--- config.mk ---
export PLATFORM = sky130hd
export DESIGN_NAME = mem_access_stage
export DESIGN_NICKNAME = d
export VERILOG_FILES = /design/src/rtl/mem_pkg.sv /design/src/rtl/mem_lane_align.sv /design/src/rtl/mem_access_stage.sv
export SDC_FILE = /design/constraint.sdc
export NUM_CORES = 1
export LEC_CHECK = 0
export CAP_MARGIN = 20
export CORE_ASPECT_RATIO = 1.2
export CORE_MARGIN = 3
export CORE_UTILIZATION = 50
export CTS_CLUSTER_DIAMETER = 200
export DETAILED_ROUTE_END_ITERATION = 12
export HOLD_SLACK_MARGIN = 0.05
export PLACE_DENSITY_LB_ADDON = 0.25
export SETUP_SLACK_MARGIN = 0.4
export SLEW_MARGIN = 10
export SYNTH_ARGS = -nofsm -noshare
export SYNTH_HDL_FRONTEND = slang
export SYNTH_SLANG_ARGS = --single-unit
--- constraint.sdc ---
create_clock -name clk -period 7.1 [get_ports clk]
set_input_delay 1.775 -clock clk [delete_from_list [all_inputs] [get_ports clk]]
set_output_delay 1.775 -clock clk [all_outputs]
set_load 0.01 [all_outputs]
--- src/rtl/mem_pkg.sv ---
// Shared types and constants for the Mem stage and its lane-alignment helper.
package mem_pkg;

  // Memory operation carried from EX; OP_NONE marks a non-memory instruction.
  typedef enum logic [3:0] {
    OP_NONE = 4'd0,
    OP_LW   = 4'd1,
    OP_LH   = 4'd2,
    OP_LHU  = 4'd3,
    OP_LB   = 4'd4,
    OP_LBU  = 4'd5,
    OP_SW   = 4'd6,
    OP_SH   = 4'd7,
    OP_SB   = 4'd8
  } mem_op_e;

  // ExcCode values raised by this stage.
  localparam logic [4:0] EXC_ADEL = 5'd4;  // load address error
  localparam logic [4:0] EXC_ADES = 5'd5;  // store address error
  localparam logic [4:0] EXC_DBE  = 5'd7;  // data bus error (timeout)

  typedef enum logic {
    ST_IDLE = 1'b0,
    ST_BUSY = 1'b1
  } state_e;

  function automatic logic is_store(input mem_op_e op);
    return (op == OP_SW) || (op == OP_SH) || (op == OP_SB);
  endfunction

  // Natural alignment: words on 4-byte, halves on 2-byte boundaries.
  function automatic logic is_misaligned(input mem_op_e op, input logic [1:0] lo);
    case (op)
      OP_LW, OP_SW:         return lo != 2'b00;
      OP_LH, OP_LHU, OP_SH: return lo[0];
      default:              return 1'b0;
    endcase
  endfunction

endpackage

--- src/rtl/mem_lane_align.sv ---
// Byte-lane handling shared by the bus path and a future cache path:
// request side builds byte enables and replicated store data, response side
// selects and extends the addressed lane of a read word.
module mem_lane_align
  import mem_pkg::*;
(
  input  mem_op_e     req_op,
  input  logic [1:0]  req_lo,
  input  logic [31:0] req_wdata,
  output logic [3:0]  req_be,
  output logic [31:0] req_lane_wdata,
  input  mem_op_e     rsp_op,
  input  logic [1:0]  rsp_lo,
  input  logic [31:0] rsp_rdata,
  output logic [31:0] rsp_data
);

  logic [7:0]  byte_sel;
  logic [15:0] half_sel;

  // Byte enables and store-data replication; loads read the whole word.
  always_comb begin
    // NOTE: every output gets a default first so no path through the case leaves it unassigned (which would infer a latch).
    req_be         = 4'b1111;
    req_lane_wdata = req_wdata;
    case (req_op)
      OP_SH: begin
        req_be         = 4'b0011 << req_lo;
        req_lane_wdata = {2{req_wdata[15:0]}};
      end
      OP_SB: begin
        req_be         = 4'b0001 << req_lo;
        req_lane_wdata = {4{req_wdata[7:0]}};
      end
      default: ;
    endcase
  end

  // Lane select by the low address bits, then sign or zero extension.
  always_comb begin
    byte_sel = rsp_rdata[{rsp_lo, 3'b000} +: 8];
    half_sel = rsp_lo[1] ? rsp_rdata[31:16] : rsp_rdata[15:0];
    case (rsp_op)
      OP_LB:   rsp_data = {{24{byte_sel[7]}}, byte_sel};
      OP_LBU:  rsp_data = {24'd0, byte_sel};
      OP_LH:   rsp_data = {{16{half_sel[15]}}, half_sel};
      OP_LHU:  rsp_data = {16'd0, half_sel};
      default: rsp_data = rsp_rdata;
    endcase
  end

endmodule

--- src/rtl/mem_access_stage.sv ---
// Pipeline Mem stage acting as a variable-latency req/ack bus master.
// Non-memory and excepting instructions pass to WB in one cycle; memory ops
// stall the front of the pipe until the bus acks or the wait times out.
module mem_access_stage
  import mem_pkg::*;
#(
  parameter logic [31:0] DM_BASE  = 32'h0000_0000,
  parameter int unsigned DM_BYTES = 12288,
  parameter int unsigned TIMEOUT  = 15,
  parameter logic [31:0] RESET_PC = 32'h0000_3000
) (
  input  logic        clk,
  input  logic        reset,
  input  logic        ex_valid,
  input  logic [3:0]  ex_op,
  input  logic [31:0] ex_addr,
  input  logic [31:0] ex_wdata,
  input  logic [31:0] ex_pc,
  input  logic [4:0]  ex_rd,
  input  logic        ex_err,
  input  logic [4:0]  ex_code,
  input  logic        flush,
  output logic        stall,
  output logic        bus_req,
  output logic        bus_we,
  output logic [31:0] bus_addr,
  output logic [3:0]  bus_be,
  output logic [31:0] bus_wdata,
  input  logic        bus_ack,
  input  logic [31:0] bus_rdata,
  output logic        wb_valid,
  output logic [31:0] wb_pc,
  output logic [4:0]  wb_rd,
  output logic [31:0] wb_data,
  output logic        wb_err,
  output logic [4:0]  wb_code
);

  // A zero-width counter is illegal, so TIMEOUT=0 keeps a 1-bit dummy.
  localparam int CW = (TIMEOUT > 0) ? $clog2(TIMEOUT + 1) : 1;
  localparam logic [CW-1:0] CNT_LAST = (TIMEOUT > 0) ? CW'(TIMEOUT - 1) : '0;

  mem_op_e     op, op_q;
  state_e      state, state_next;
  logic        live, is_mem, store, misalign, in_range;
  logic        exc, exc_live, start, timeout_hit;
  logic [4:0]  exc_code;
  logic [31:0] offset, addr_q, pc_q, lane_wdata, rsp_data;
  logic [4:0]  rd_q;
  logic [3:0]  lane_be;
  logic [CW-1:0] cnt;

  assign op       = mem_op_e'(ex_op);
  assign live     = ex_valid & ~flush;
  assign is_mem   = (op != OP_NONE);
  assign store    = is_store(op);
  assign misalign = is_misaligned(op, ex_addr[1:0]);
  // Offset into the window; addresses below DM_BASE wrap to huge values,
  // so one unsigned compare covers both bounds.
  assign offset   = ex_addr - DM_BASE;
  assign in_range = offset < DM_BYTES;

  // Exception priority: earlier stage, then alignment, then range.
  always_comb begin
    exc      = 1'b0;
    exc_code = 5'd0;
    if (ex_err) begin
      exc      = 1'b1;
      exc_code = ex_code;
    end else if (is_mem && (misalign || !in_range)) begin
      exc      = 1'b1;
      exc_code = store ? EXC_ADES : EXC_ADEL;
    end
  end

  assign exc_live    = live & exc;
  assign start       = (state == ST_IDLE) & live & is_mem & ~exc;
  assign timeout_hit = (TIMEOUT != 0) && (state == ST_BUSY) && (cnt == CNT_LAST);

  mem_lane_align u_lane (
    .req_op         (op),
    .req_lo         (ex_addr[1:0]),
    .req_wdata      (ex_wdata),
    .req_be         (lane_be),
    .req_lane_wdata (lane_wdata),
    .rsp_op         (op_q),
    .rsp_lo         (addr_q[1:0]),
    .rsp_rdata      (bus_rdata),
    .rsp_data       (rsp_data)
  );

  // State register.
  always_ff @(posedge clk) begin
    // NOTE: sequential state uses non-blocking assignments so every flop samples pre-edge values regardless of block order.
    if (reset) state <= ST_IDLE;
    else       state <= state_next;
  end

  // Next state and stall; stall is forced low while reset is held.
  always_comb begin
    state_next = state;
    stall      = 1'b0;
    case (state)
      ST_IDLE: if (start) begin
        state_next = ST_BUSY;
        stall      = 1'b1;
      end
      ST_BUSY: begin
        if (bus_ack || timeout_hit) state_next = ST_IDLE;
        else                        stall      = 1'b1;
      end
      default: state_next = ST_IDLE;
    endcase
    if (reset) stall = 1'b0;
  end

  // Wait counter: zero on entry to BUSY, counts every BUSY cycle.
  always_ff @(posedge clk) begin
    if (reset || state != ST_BUSY) cnt <= '0;
    else                           cnt <= cnt + 1'b1;
  end

  // Request registers, captured on start and held for the whole access.
  always_ff @(posedge clk) begin
    if (reset) begin
      addr_q    <= 32'd0;
      bus_be    <= 4'd0;
      bus_wdata <= 32'd0;
      bus_we    <= 1'b0;
      op_q      <= OP_NONE;
      pc_q      <= 32'd0;
      rd_q      <= 5'd0;
    end else if (start) begin
      addr_q    <= ex_addr;
      bus_be    <= lane_be;
      bus_wdata <= lane_wdata;
      bus_we    <= store;
      op_q      <= op;
      pc_q      <= ex_pc;
      rd_q      <= ex_rd;
    end
  end

  assign bus_req  = (state == ST_BUSY);
  assign bus_addr = {addr_q[31:2], 2'b00};

  // WB registers: direct load from EX in IDLE, bubble while waiting,
  // access result on ack, bus error on timeout.
  always_ff @(posedge clk) begin
    if (reset) begin
      wb_valid <= 1'b0;
      wb_pc    <= RESET_PC;
      wb_rd    <= 5'd0;
      wb_data  <= 32'd0;
      wb_err   <= 1'b0;
      wb_code  <= 5'd0;
    end else if (state == ST_IDLE) begin
      if (start) begin
        wb_valid <= 1'b0;
      end else begin
        wb_valid <= live;
        wb_pc    <= ex_pc;
        wb_rd    <= ex_rd;
        wb_data  <= ex_addr;
        wb_err   <= exc_live;
        wb_code  <= exc_live ? exc_code : 5'd0;
      end
    end else if (bus_ack) begin
      wb_valid <= 1'b1;
      wb_pc    <= pc_q;
      wb_rd    <= rd_q;
      wb_data  <= bus_we ? addr_q : rsp_data;
      wb_err   <= 1'b0;
      wb_code  <= 5'd0;
    end else if (timeout_hit) begin
      wb_valid <= 1'b1;
      wb_pc    <= pc_q;
      wb_rd    <= rd_q;
      wb_data  <= addr_q;
      wb_err   <= 1'b1;
      wb_code  <= EXC_DBE;
    end else begin
      wb_valid <= 1'b0;
    end
  end

endmodule

==> flow_metrics.py, run 1 <==
# Flow results
metrics = {
    "setup_path": {
        "cp.arrival_ns": 4.24,
        "path_max_fanout": 4,
        "path_delay_family": "simple AND/OR/NAND/NOR gates",
        "cp.depth": 7,
        "path_class": "primary input to primary output",
        "worstSetupEndpointType": "primary output",
        "r2r-start": "bus_req$_DFF_P_",
        "max_stage_delay_ns": 0.58,
        "r2r_end": "bus_wdata[16]$_SDFFE_PP0P_",
        "reg2reg_setup_slack_ns": 3.93,
        "critPathLaunchType": "primary input",
        "crit_required_ns": 5.33,
    },
    "yosys": {
        "simple_gate_area_share_pct": 17.82,
        "synthTopLogicFamily": "AND-OR/OR-AND gates",
        "top_cell_area_share_pct": 41.89,
        "aoi_share_pct": 25.69,
        "synth-seq-cells": 191,
        "syn_area_per_cell_um2": 8.420,
        "synth.top_cells.by_count": "191 x dfxtp_1, 166 x nand2_1, 141 x a21oi_1",
        "ys_seq_share_pct": 41.89,
        "yosys.area_share.xor_xnor_pct": 0.2879,
        "ff_type": "dfxtp_1",
        "async_flop_share_pct": 0,
        "ys_chip_area_um2": 9128,
    },
    "routing": {
        "drt-total-wl_mm": 28.92,
        "routed-via-count": 8739,
        "met1Wirelength_mm": 11.95,
        "first_pass_iters": 7,
        "dr_wl_met2_mm": 14.04,
        "drtIter0Drc": 748,
    },
    "finish": {
        "post-route-util_pct": 69.49,
        "seq_area_um2": 3827,
        "layout-area-overhead-vs-synth_pct": 34.79,
        "layout_top_cells": "291 x clkdlybuf4s50_1, 190 x dfxtp_1, 166 x nand2_1",
        "logic_gates": 744,
        "layout.cells.non_filler": 1509,
        "final_nets": 1426,
        "layout.clock.cell_area_share_pct": 4.678,
        "fill_cells": 1412,
        "sh_seq_area_pct": 31.11,
        "inverters_excl_clock": 18,
    },
    "grt": {
        "grt.busiest_layer": "met2",
        "first_global_vias": 8088,
        "met2_usage_pct": 45.65,
        "antenna_found_initial": 0,
        "grt-ovfl-total": 0,
        "grt_max_degree": 91,
    },
    "die": {
        "die-area_um2": 19920,
        "initCoreUtil_pct": 51.55,
        "fp.dieH_um": 154.0,
        "well_tap_count": 220,
    },
    "placement": {
        "place_area_um2": 11700,
        "place_congestion": 0.8966,
        "hpwlAfterDp_mm": 19.32,
    },
    "timing": {
        "hold-worst-slack_ns": 0.4505,
        "worst_pin_slew_ns": 1.068,
        "setup_violations": 0,
        "period_needed_ns": 6.016,
    },
    "power_and_ir_drop": {
        "cellLeakagePower_uw": 0.004226,
        "powerComb_uw": 248,
        "clockPowerShare_pct": 40.7,
        "powerDensity_nw_per_um2": 185.6,
        "peakVddDrop_mv": 0.1565,
        "power_leader": "registers",
        "powerClk_uw": 930,
        "p_switching_uw": 584.0,
        "netSwitchingFraction_pct": 25.58,
    },
    "clock_tree": {
        "cts_hold_buffers": 0,
        "clockBufferDepth": 2,
        "numClockSinks": 191,
        "clk_latency_ns": 0.44,
        "post_cts_buffers": 0,
        "cts_resized": 0,
        "cts_tree": "yes",
        "clk_pin_slew_ns": 0.07,
    },
    "outcome": {
        "status": "finished clean",
    },
    "min_path": {
        "hp-class": "register to register",
        "hold-path-cell-count": 2,
    },
    "job": {
        "maxCapViolations": 0,
    },
}
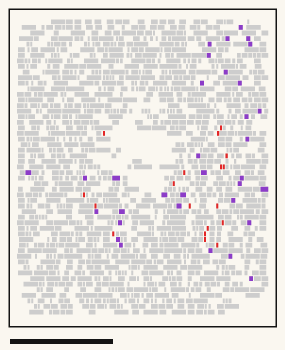
Figure 1: run 1, selected gate families.
Scale bar: 50 um.
- AND and OR gates: purple (cells 33)
- inverters: red (cells 18)

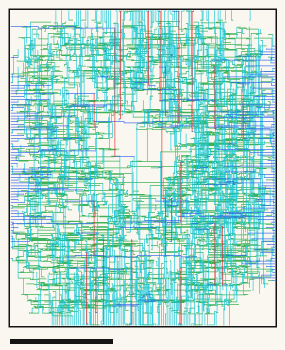
Figure 2: run 1, routed metal, one colour a layer.
Scale bar: 50 um.
- metal 3: blue (wire length 2160 um)
- metal 4: red (wire length 773 um)
- metal 2: cyan (wire length 14000 um)
- metal 1: green (wire length 11900 um)

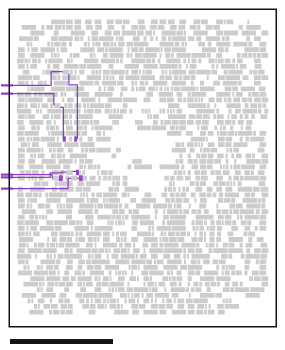
Figure 3: run 1, I/O nets highlighted.
Scale bar: 50 um.
- ex_code: purple (direction input; edge left; end cells 5; buffers 5; wire 204 um)
I/O pin count: 295
port bufs: 292

## Run 2: what changed since run 1
CORE_UTILIZATION = 47   (was 50)
clock period = 6.07 ns   (was 7.1 ns; I/O delays follow)
==> flow_metrics.py, run 2 <==
# Flow results
metrics = {
    "power_and_ir_drop": {
        "powerComb_uw": 287,
        "cellLeakagePower_uw": 0.004232,
        "seq_power_share_pct": 47.8,
        "netSwitchingFraction_pct": 23.86,
        "powerClk_uw": 1130,
        "clockPowerShare_pct": 41.6,
        "p_switching_uw": 645.3,
        "power_leader": "registers",
    },
    "yosys": {
        "synth.top_cells.by_count": "191 x dfxtp_1, 166 x nand2_1, 141 x a21oi_1",
        "synth-seq-cells": 191,
        "top_cell_area_share_pct": 41.89,
        "yosys.area_share.xor_xnor_pct": 0.2879,
        "async_flop_share_pct": 0,
        "ff_type": "dfxtp_1",
        "synthTopLogicFamily": "AND-OR/OR-AND gates",
        "ys_seq_share_pct": 41.89,
        "syn_area_per_cell_um2": 8.420,
        "simple_gate_area_share_pct": 17.82,
        "ys_chip_area_um2": 9128,
        "syn_inst": 1084,
        "aoi_share_pct": 25.69,
    },
    "grt": {
        "grt_max_degree": 89,
        "first_global_vias": 8319,
        "antenna_found_initial": 0,
        "grt_usage_pct": 26.69,
        "grt-ovfl-total": 0,
        "grt.busiest_layer": "met2",
    },
    "clock_tree": {
        "cts_tree": "yes",
        "cts_hold_buffers": 0,
        "clockBufferDepth": 2,
        "numClockSinks": 191,
        "cts_resized": 0,
        "clk_pin_slew_ns": 0.07,
        "post_cts_buffers": 0,
        "clk_latency_ns": 0.43,
    },
    "setup_path": {
        "path_delay_family": "simple AND/OR/NAND/NOR gates",
        "cp.depth": 7,
        "cp.arrival_ns": 3.95,
        "path_class": "primary input to primary output",
        "reg2reg_setup_slack_ns": 2.77,
        "r2r_end": "op_q[1]$_SDFFE_PP0P_",
        "max_stage_delay_ns": 0.59,
        "path_max_fanout": 4,
        "critPathLaunchType": "primary input",
        "crit_required_ns": 4.55,
        "r2r-start": "bus_req$_DFF_P_",
    },
    "die": {
        "io_pins": 295,
        "die-area_um2": 21140,
        "initCoreUtil_pct": 48.06,
        "well_tap_count": 256,
    },
    "placement": {
        "place_area_um2": 11760,
        "portBuffers": 292,
    },
    "min_path": {
        "hp-class": "register to register",
        "hold-path-cell-count": 2,
    },
    "finish": {
        "layout.clock.cell_area_share_pct": 4.724,
        "inverters_excl_clock": 18,
        "seq_area_um2": 3827,
        "logic_gates": 744,
        "final_nets": 1427,
        "layout_top_cells": "291 x clkdlybuf4s50_1, 190 x dfxtp_1, 166 x nand2_1",
        "layout-area-overhead-vs-synth_pct": 35.23,
        "layout.cells.non_filler": 1545,
    },
    "routing": {
        "met1Wirelength_mm": 12.02,
        "dr_wl_met2_mm": 14.03,
        "first_pass_iters": 5,
        "routed-via-count": 8751,
        "drtIter0Drc": 769,
    },
    "timing": {
        "worst_pin_slew_ns": 1.048,
        "hold-worst-slack_ns": 0.4496,
        "setup_violations": 0,
    },
    "outcome": {
        "status": "finished clean",
    },
}
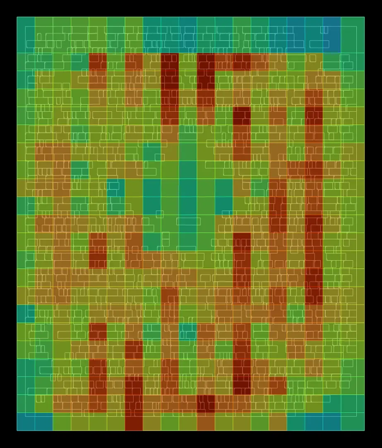
Figure 4: run 2, routing congestion.
met3 Use GR: 6.795%
GR Layer Usage met2: 44.55%
final core occ: 64.99%

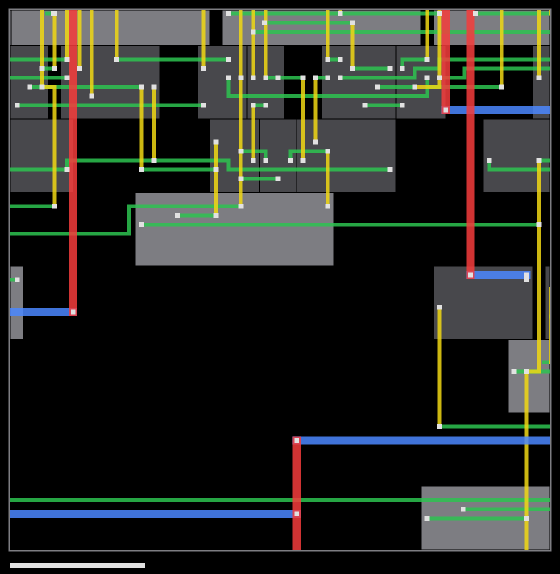
Figure 5: run 2, layout detail.
Scale bar: 5 um. Region (57, 101) to (77, 121) um. Cells in grey, sequential cells in the stronger grey; small squares are vias.
- metal 3: blue
- metal 1: green
- metal 4: red
- metal 2: yellow
- netlist names of flops here include: pc_q (1), wb_data (1)
- cells with their middle in the window: 14
- sequential cells in the window: 2
- most frequent: a21oi_1 (3), mux2i_1 (3)

